==> src/rtl/ysyx_23060072_multdiv_pkg.sv <==
// rtl/ysyx_23060072_multdiv_pkg.sv - RV32M opcode encodings, FSM state type and helpers
// Purpose: constants shared by id_stage, ex_stage and the multiply/divide unit.
// Ports: none (package).
package ysyx_23060072_multdiv_pkg;

    localparam logic [3:0] OP_MUL    = 4'd0;
    localparam logic [3:0] OP_MULH   = 4'd1;
    localparam logic [3:0] OP_MULHSU = 4'd2;
    localparam logic [3:0] OP_MULHU  = 4'd3;
    localparam logic [3:0] OP_DIV    = 4'd4;
    localparam logic [3:0] OP_DIVU   = 4'd5;
    localparam logic [3:0] OP_REM    = 4'd6;
    localparam logic [3:0] OP_REMU   = 4'd7;

    typedef enum logic [1:0] {
        ST_IDLE = 2'd0,
        ST_CALC = 2'd1,
        ST_FIX  = 2'd2,
        ST_DONE = 2'd3
    } state_e;

    function automatic logic [31:0] neg32(input logic [31:0] v);
        return (~v) + 32'd1;
    endfunction

    // Opcodes 4..7 take the divide datapath; everything else (including the
    // reserved range) runs the multiply datapath.
    function automatic logic is_div_op(input logic [3:0] op);
        return op[3:2] == 2'b01;
    endfunction

endpackage

==> src/rtl/ysyx_23060072_multdiv.sv <==
// rtl/ysyx_23060072_multdiv.sv - iterative RV32M multiply/divide unit
// Purpose: 32-iteration shift-add multiply and restoring divide sharing one
//          33-bit adder, with sign fix-up and a one-cycle result strobe.
// Ports:
//   clk, rst_n             clock, asynchronous active-low reset
//   multdiv_en_i           EX-stage RV32M request
//   multdiv_opcode_i       operation select (see package)
//   operand_a_i/b_i        rs1/rs2 values
//   flush_i                pipeline flush, aborts any operation
//   multdiv_hold_flag_o    stall request to the controller
//   result_valid_o         result_o valid this cycle
//   result_o               rd write data, 0 when not valid
module ysyx_23060072_multdiv
    import ysyx_23060072_multdiv_pkg::*;
(
    input  logic        clk,
    input  logic        rst_n,
    input  logic        multdiv_en_i,
    input  logic [3:0]  multdiv_opcode_i,
    input  logic [31:0] operand_a_i,
    input  logic [31:0] operand_b_i,
    input  logic        flush_i,
    output logic        multdiv_hold_flag_o,
    output logic        result_valid_o,
    output logic [31:0] result_o
);

    state_e      state_q, state_d;
    logic [4:0]  cnt_q, cnt_d;
    logic [3:0]  op_q, op_d;
    logic        sign_q, sign_d;
    logic [31:0] hi_q, hi_d;        // product high word / partial remainder
    logic [31:0] lo_q, lo_d;        // multiplier->product low word / dividend->quotient
    logic [31:0] dvs_q, dvs_d;      // multiplicand or divisor magnitude
    logic [31:0] result_q, result_d;

    logic        signed_a, signed_b, neg_a, neg_b, div_zero, div_q;
    logic [31:0] mag_a, mag_b;
    logic [32:0] add_x, add_y;
    logic [33:0] add_sum;
    logic [63:0] prod_fix;
    logic [31:0] quot_fix, rem_fix;

    // Operand decode for a new request.
    always_comb begin
        signed_a = (multdiv_opcode_i == OP_MULH) || (multdiv_opcode_i == OP_MULHSU) ||
                   (multdiv_opcode_i == OP_DIV)  || (multdiv_opcode_i == OP_REM);
        signed_b = (multdiv_opcode_i == OP_MULH) || (multdiv_opcode_i == OP_DIV) ||
                   (multdiv_opcode_i == OP_REM);
        neg_a    = signed_a && operand_a_i[31];
        neg_b    = signed_b && operand_b_i[31];
        mag_a    = neg_a ? neg32(operand_a_i) : operand_a_i;
        mag_b    = neg_b ? neg32(operand_b_i) : operand_b_i;
        div_zero = is_div_op(multdiv_opcode_i) && (operand_b_i == 32'd0);
    end

    // Shared adder: multiply adds the multiplicand when the multiplier LSB is
    // set; divide subtracts the divisor from {rem, next dividend bit}, and the
    // carry out says whether the subtraction fits (no borrow).
    always_comb begin
        div_q   = is_div_op(op_q);
        add_x   = div_q ? {hi_q, lo_q[31]} : {1'b0, hi_q};
        add_y   = div_q ? ~{1'b0, dvs_q} : (lo_q[0] ? {1'b0, dvs_q} : 33'd0);
        add_sum = {1'b0, add_x} + {1'b0, add_y} + {33'd0, div_q};
    end

    always_comb begin
        prod_fix = sign_q ? (~{hi_q, lo_q}) + 64'd1 : {hi_q, lo_q};
        quot_fix = sign_q ? neg32(lo_q) : lo_q;
        rem_fix  = sign_q ? neg32(hi_q) : hi_q;
    end

    always_comb begin
        state_d  = state_q;
        cnt_d    = cnt_q;
        op_d     = op_q;
        sign_d   = sign_q;
        hi_d     = hi_q;
        lo_d     = lo_q;
        dvs_d    = dvs_q;
        result_d = result_q;

        unique case (state_q)
            ST_IDLE: begin
                if (multdiv_en_i && !flush_i) begin
                    op_d   = multdiv_opcode_i;
                    sign_d = (multdiv_opcode_i == OP_REM) ? neg_a : (neg_a ^ neg_b);
                    hi_d   = 32'd0;
                    lo_d   = mag_a;
                    dvs_d  = mag_b;
                    cnt_d  = 5'd0;
                    if (div_zero) begin
                        result_d = multdiv_opcode_i[1] ? operand_a_i : 32'hFFFF_FFFF;
                        state_d  = ST_DONE;
                    end else begin
                        state_d  = ST_CALC;
                    end
                end
            end
            ST_CALC: begin
                if (div_q) begin
                    hi_d = add_sum[33] ? add_sum[31:0] : add_x[31:0];
                    lo_d = {lo_q[30:0], add_sum[33]};
                end else begin
                    hi_d = add_sum[32:1];
                    lo_d = {add_sum[0], lo_q[31:1]};
                end
                cnt_d = cnt_q + 5'd1;
                if (cnt_q == 5'd31) begin
                    state_d = ST_FIX;
                end
            end
            ST_FIX: begin
                case (op_q)
                    OP_MUL:                        result_d = prod_fix[31:0];
                    OP_MULH, OP_MULHSU, OP_MULHU:  result_d = prod_fix[63:32];
                    OP_DIV, OP_DIVU:               result_d = quot_fix;
                    OP_REM, OP_REMU:               result_d = rem_fix;
                    default:                       result_d = 32'd0;
                endcase
                state_d = ST_DONE;
            end
            ST_DONE: begin
                state_d = ST_IDLE;
            end
            default: state_d = ST_IDLE;
        endcase

        if (flush_i) begin
            state_d  = ST_IDLE;
            cnt_d    = 5'd0;
            result_d = 32'd0;
        end
    end

    always_ff @(posedge clk or negedge rst_n) begin
        if (!rst_n) begin
            state_q  <= ST_IDLE;
            cnt_q    <= 5'd0;
            op_q     <= 4'd0;
            sign_q   <= 1'b0;
            hi_q     <= 32'd0;
            lo_q     <= 32'd0;
            dvs_q    <= 32'd0;
            result_q <= 32'd0;
        end else begin
            state_q  <= state_d;
            cnt_q    <= cnt_d;
            op_q     <= op_d;
            sign_q   <= sign_d;
            hi_q     <= hi_d;
            lo_q     <= lo_d;
            dvs_q    <= dvs_d;
            result_q <= result_d;
        end
    end

    assign multdiv_hold_flag_o = !flush_i && (((state_q == ST_IDLE) && multdiv_en_i) ||
                                              (state_q == ST_CALC) || (state_q == ST_FIX));
    assign result_valid_o      = (state_q == ST_DONE);
    assign result_o            = result_valid_o ? result_q : 32'd0;

endmodule

==> config.mk <==
export PLATFORM = sky130hd
export DESIGN_NAME = ysyx_23060072_multdiv
export DESIGN_NICKNAME = d
export VERILOG_FILES = /design/src/rtl/ysyx_23060072_multdiv_pkg.sv /design/src/rtl/ysyx_23060072_multdiv.sv
export SDC_FILE = /design/constraint.sdc
export NUM_CORES = 1
export LEC_CHECK = 0
export ABC_AREA = 1
export CORE_AREA = 5 5 192 194
export CTS_BUF_LIST = sky130_fd_sc_hd__clkbuf_2 sky130_fd_sc_hd__clkbuf_4 sky130_fd_sc_hd__clkbuf_8
export CTS_CLUSTER_DIAMETER = 30
export DETAILED_ROUTE_END_ITERATION = 6
export DIE_AREA = 0 0 197 199
export PLACE_DENSITY = 0.65
export REMOVE_ABC_BUFFERS = 1
export SETUP_SLACK_MARGIN = 0.3
export SLEW_MARGIN = 20
export SYNTH_ARGS = -nofsm -noshare
export SYNTH_HDL_FRONTEND = slang
export SYNTH_SLANG_ARGS = --single-unit
==> constraint.sdc <==
create_clock -name clk -period 3.2 [get_ports clk]
set_input_delay 0.8 -clock clk [delete_from_list [all_inputs] [get_ports clk]]
set_output_delay 0.8 -clock clk [all_outputs]
set_load 0.05 [all_outputs]
### Power grid

Bar = 50 um. Pins as bars on the die edge.
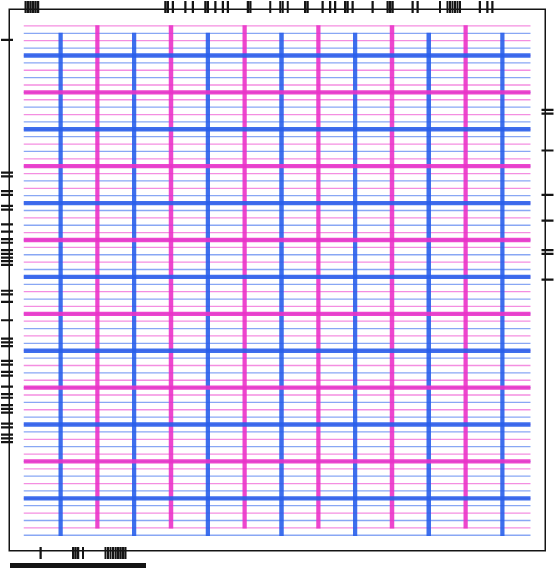
legend:
  VSS:
    color: blue
  VDD:
    color: magenta
met4 straps: 13
rows: 69
met1 rails: 70
met5 straps: 13
signal pins: 106

==> run summary <==
impl run done, here's what came out: run status finished, final reports clean, grt met1 use a little under half, total number of clock tree sinks 140, maximum number of pins on one net before global-route repair 70, via count of the first global-routing pass 17775, Max Fclk approximately 340 MHz, largest family of logic cells by area simple AND/OR/NAND/NOR gates, Top class by area logic gates, source of the worst register-to-register timing path op_q[2], sum of overflow across all layers after global routing 0, kind of end point of the critical path flop, worst clock skew 0.02235 ns, most numerous logic cells after layout 924 x sky130_fd_sc_hd__nand2_1, 316 x sky130_fd_sc_hd__nand3_1, 309 x sky130_fd_sc_hd__inv_1, instance count of the mapped netlist roughly 2800, count of standard-cell rows 69, share of synthesized area occupied by flip-flops and latches 22.63%, share of Yosys cell area claimed by the top area cell type 23.08%, leading area contributor after synthesis sky130_fd_sc_hd__nand2_1, proportion of synthesized area in mux cells 0%, Hold WC Path Type in2async, via-per-instance ratio between 5 and 6, Cell area leaders sky130_fd_sc_hd__nand2_1 23%, sky130_fd_sc_hd__dfrtp_1 23%, sky130_fd_sc_hd__nand3_1 11%, arrival time of the worst setup path approximately 3.4 ns, routed len/inst approximately 19 um, areal power density over the cells 925.4 mW/mm^2, slew at the pin closest to its max-slew limit 0.8629 ns, Largest stage delay, worst path 0.58 ns, worst max-slew margin expressed relative to the limit 42.41%, setup slack of the critical path after layout 0.2526 ns, global-route track usage on met2 between 40% and 50%, cell-internal power 8.144 mW, Clock Root Buffer sky130_fd_sc_hd__clkbuf_8, number of hold violations in the final report 0, area taken by flip-flops and latches 0.003510 mm^2, internal reg-to-reg setup slack 0.25 ns, power share of the sequential group roughly 17%, detailed placement HPWL 51.21 mm, r2r endpoint lo_q[0], yosys cell count 2763, Comb power frac 75.2%, total routing usage reported by global routing between 30% and 40%, max-slew violations 0, layer carrying the most global-route usage met2, total net switching power between 10 and 15 mW, most used logic cell in the final layout sky130_fd_sc_hd__nand2_1, final hold slack 0.1647 ns, Antenna Cells 1, kind of cell adding the most delay to the critical path simple AND/OR/NAND/NOR gates, port bufs roughly 110, netlist area before placement 0.01548 mm^2, hold buffer count at cts 0, number of ordinary and repair buffers in the finished layout 299, routability congestion estimate from global placement 1.009, Taps Inserted around 460, total clock network power ~1.5 mW, worst vdd rail ir drop roughly 0.51 mV, share of post-route cells with drive strength above 1 between 15 and 20%, worst setup path class reg2reg, number of flip-flops and latches in the synthesized netlist 140, CP required approximately 3.6 ns, number of detailed-route iterations in the first pass 7, non-clock inverter total of the final layout 328, chip area 0.03920 mm^2, wire length of the first global-routing pass 99.84 mm, most instantiated cells after synthesis 952 x sky130_fd_sc_hd__nand2_1, 325 x sky130_fd_sc_hd__nand3_1, 315 x sky130_fd_sc_hd__inv_1, group with the largest share of power combinational cells, worst setup path endpoint lo_q[0], most frequently used flop master after synthesis sky130_fd_sc_hd__dfrtp_1, Worst Setup Start Kind flop, area of the synthesized netlist per yosys stat 0.01548 mm^2, total tool warning count 31, Post-CTS Repair Setup Buffers 3, number of buffers created by CTS 17, list of cells traversed by the critical path nand2_8, clkbuf_16, o21ai_0, buf_4, ha_4, nand2_2, nor2_2, nand2_2, nor4_4, nand2_8, buf_12, nand3_4, buf_8, nand2_1, a22oi_1, placed cell areas roughly 0.018 mm^2, Comb. pwr approximately 14 mW, Post-route DRC 0, R2R depth 15, effective utilization at floorplan between 40% and 50%, Leakage 10.01 nW, Detailed Route WL 65.67 mm, CTS tree yes, combinational share of cell area around 55%, Power, Total 18.36 mW, Signal buf overhead 15.84%, vias post-DR 19262, layout filler cell count around 3600, RSZ-0062 raised after global routing true, number of max-capacitance violations reported 0, fraction of the mapped netlist area in compound gates 13.56%, violation count after the first detailed-route iteration 1934, highest signal layer in the routed design met4, critical path depth in cells 15, Buffers & Inverters on Critical Path 4, xor/xnor cell area share of the yosys netlist approximately 2.1%, final worst-path cycle share 92.11%, met3 Usage GRT 4.726%, Horiz. Die Dim 197 um, pre-CTS setup slack 0.005679 ns, Layout Area Growth over Synthesis 28.19%, Max clock buf depth 2, number of setup violations in the final report 0, number of different library cells in the post-synthesis netlist 48, insertion delay to the later sink of the worst-skew pair 0.51 ns, proportion of total power due to net switching 55.65%, top fanout value on the critical path 17, Post-layout nets 3096, final instance area about 0.020 mm^2, sum of routed wire segments on met1 30.44 mm, count of multi-input combinational gates approximately 2200, fraction of registers with async set/reset 100.0%, synthesized area per cell between 5 and 6 um^2, number of warnings issued by yosys 0, Antenna Violating Nets Remaining 0
### Cells colored by class

Bar = 50 um.
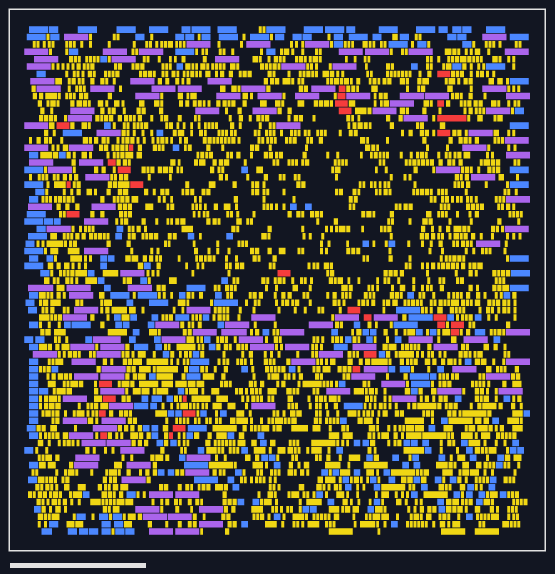
legend:
  remaining logic cells:
    color: yellow
    cells: 2522
  registers:
    color: purple
    cells: 140
  clock drivers and dummy loads:
    color: red
    cells: 32
  remaining buffers and delay cells:
    color: blue
    cells: 299

No activity file was given, so power comes from the tool's default toggle rates.
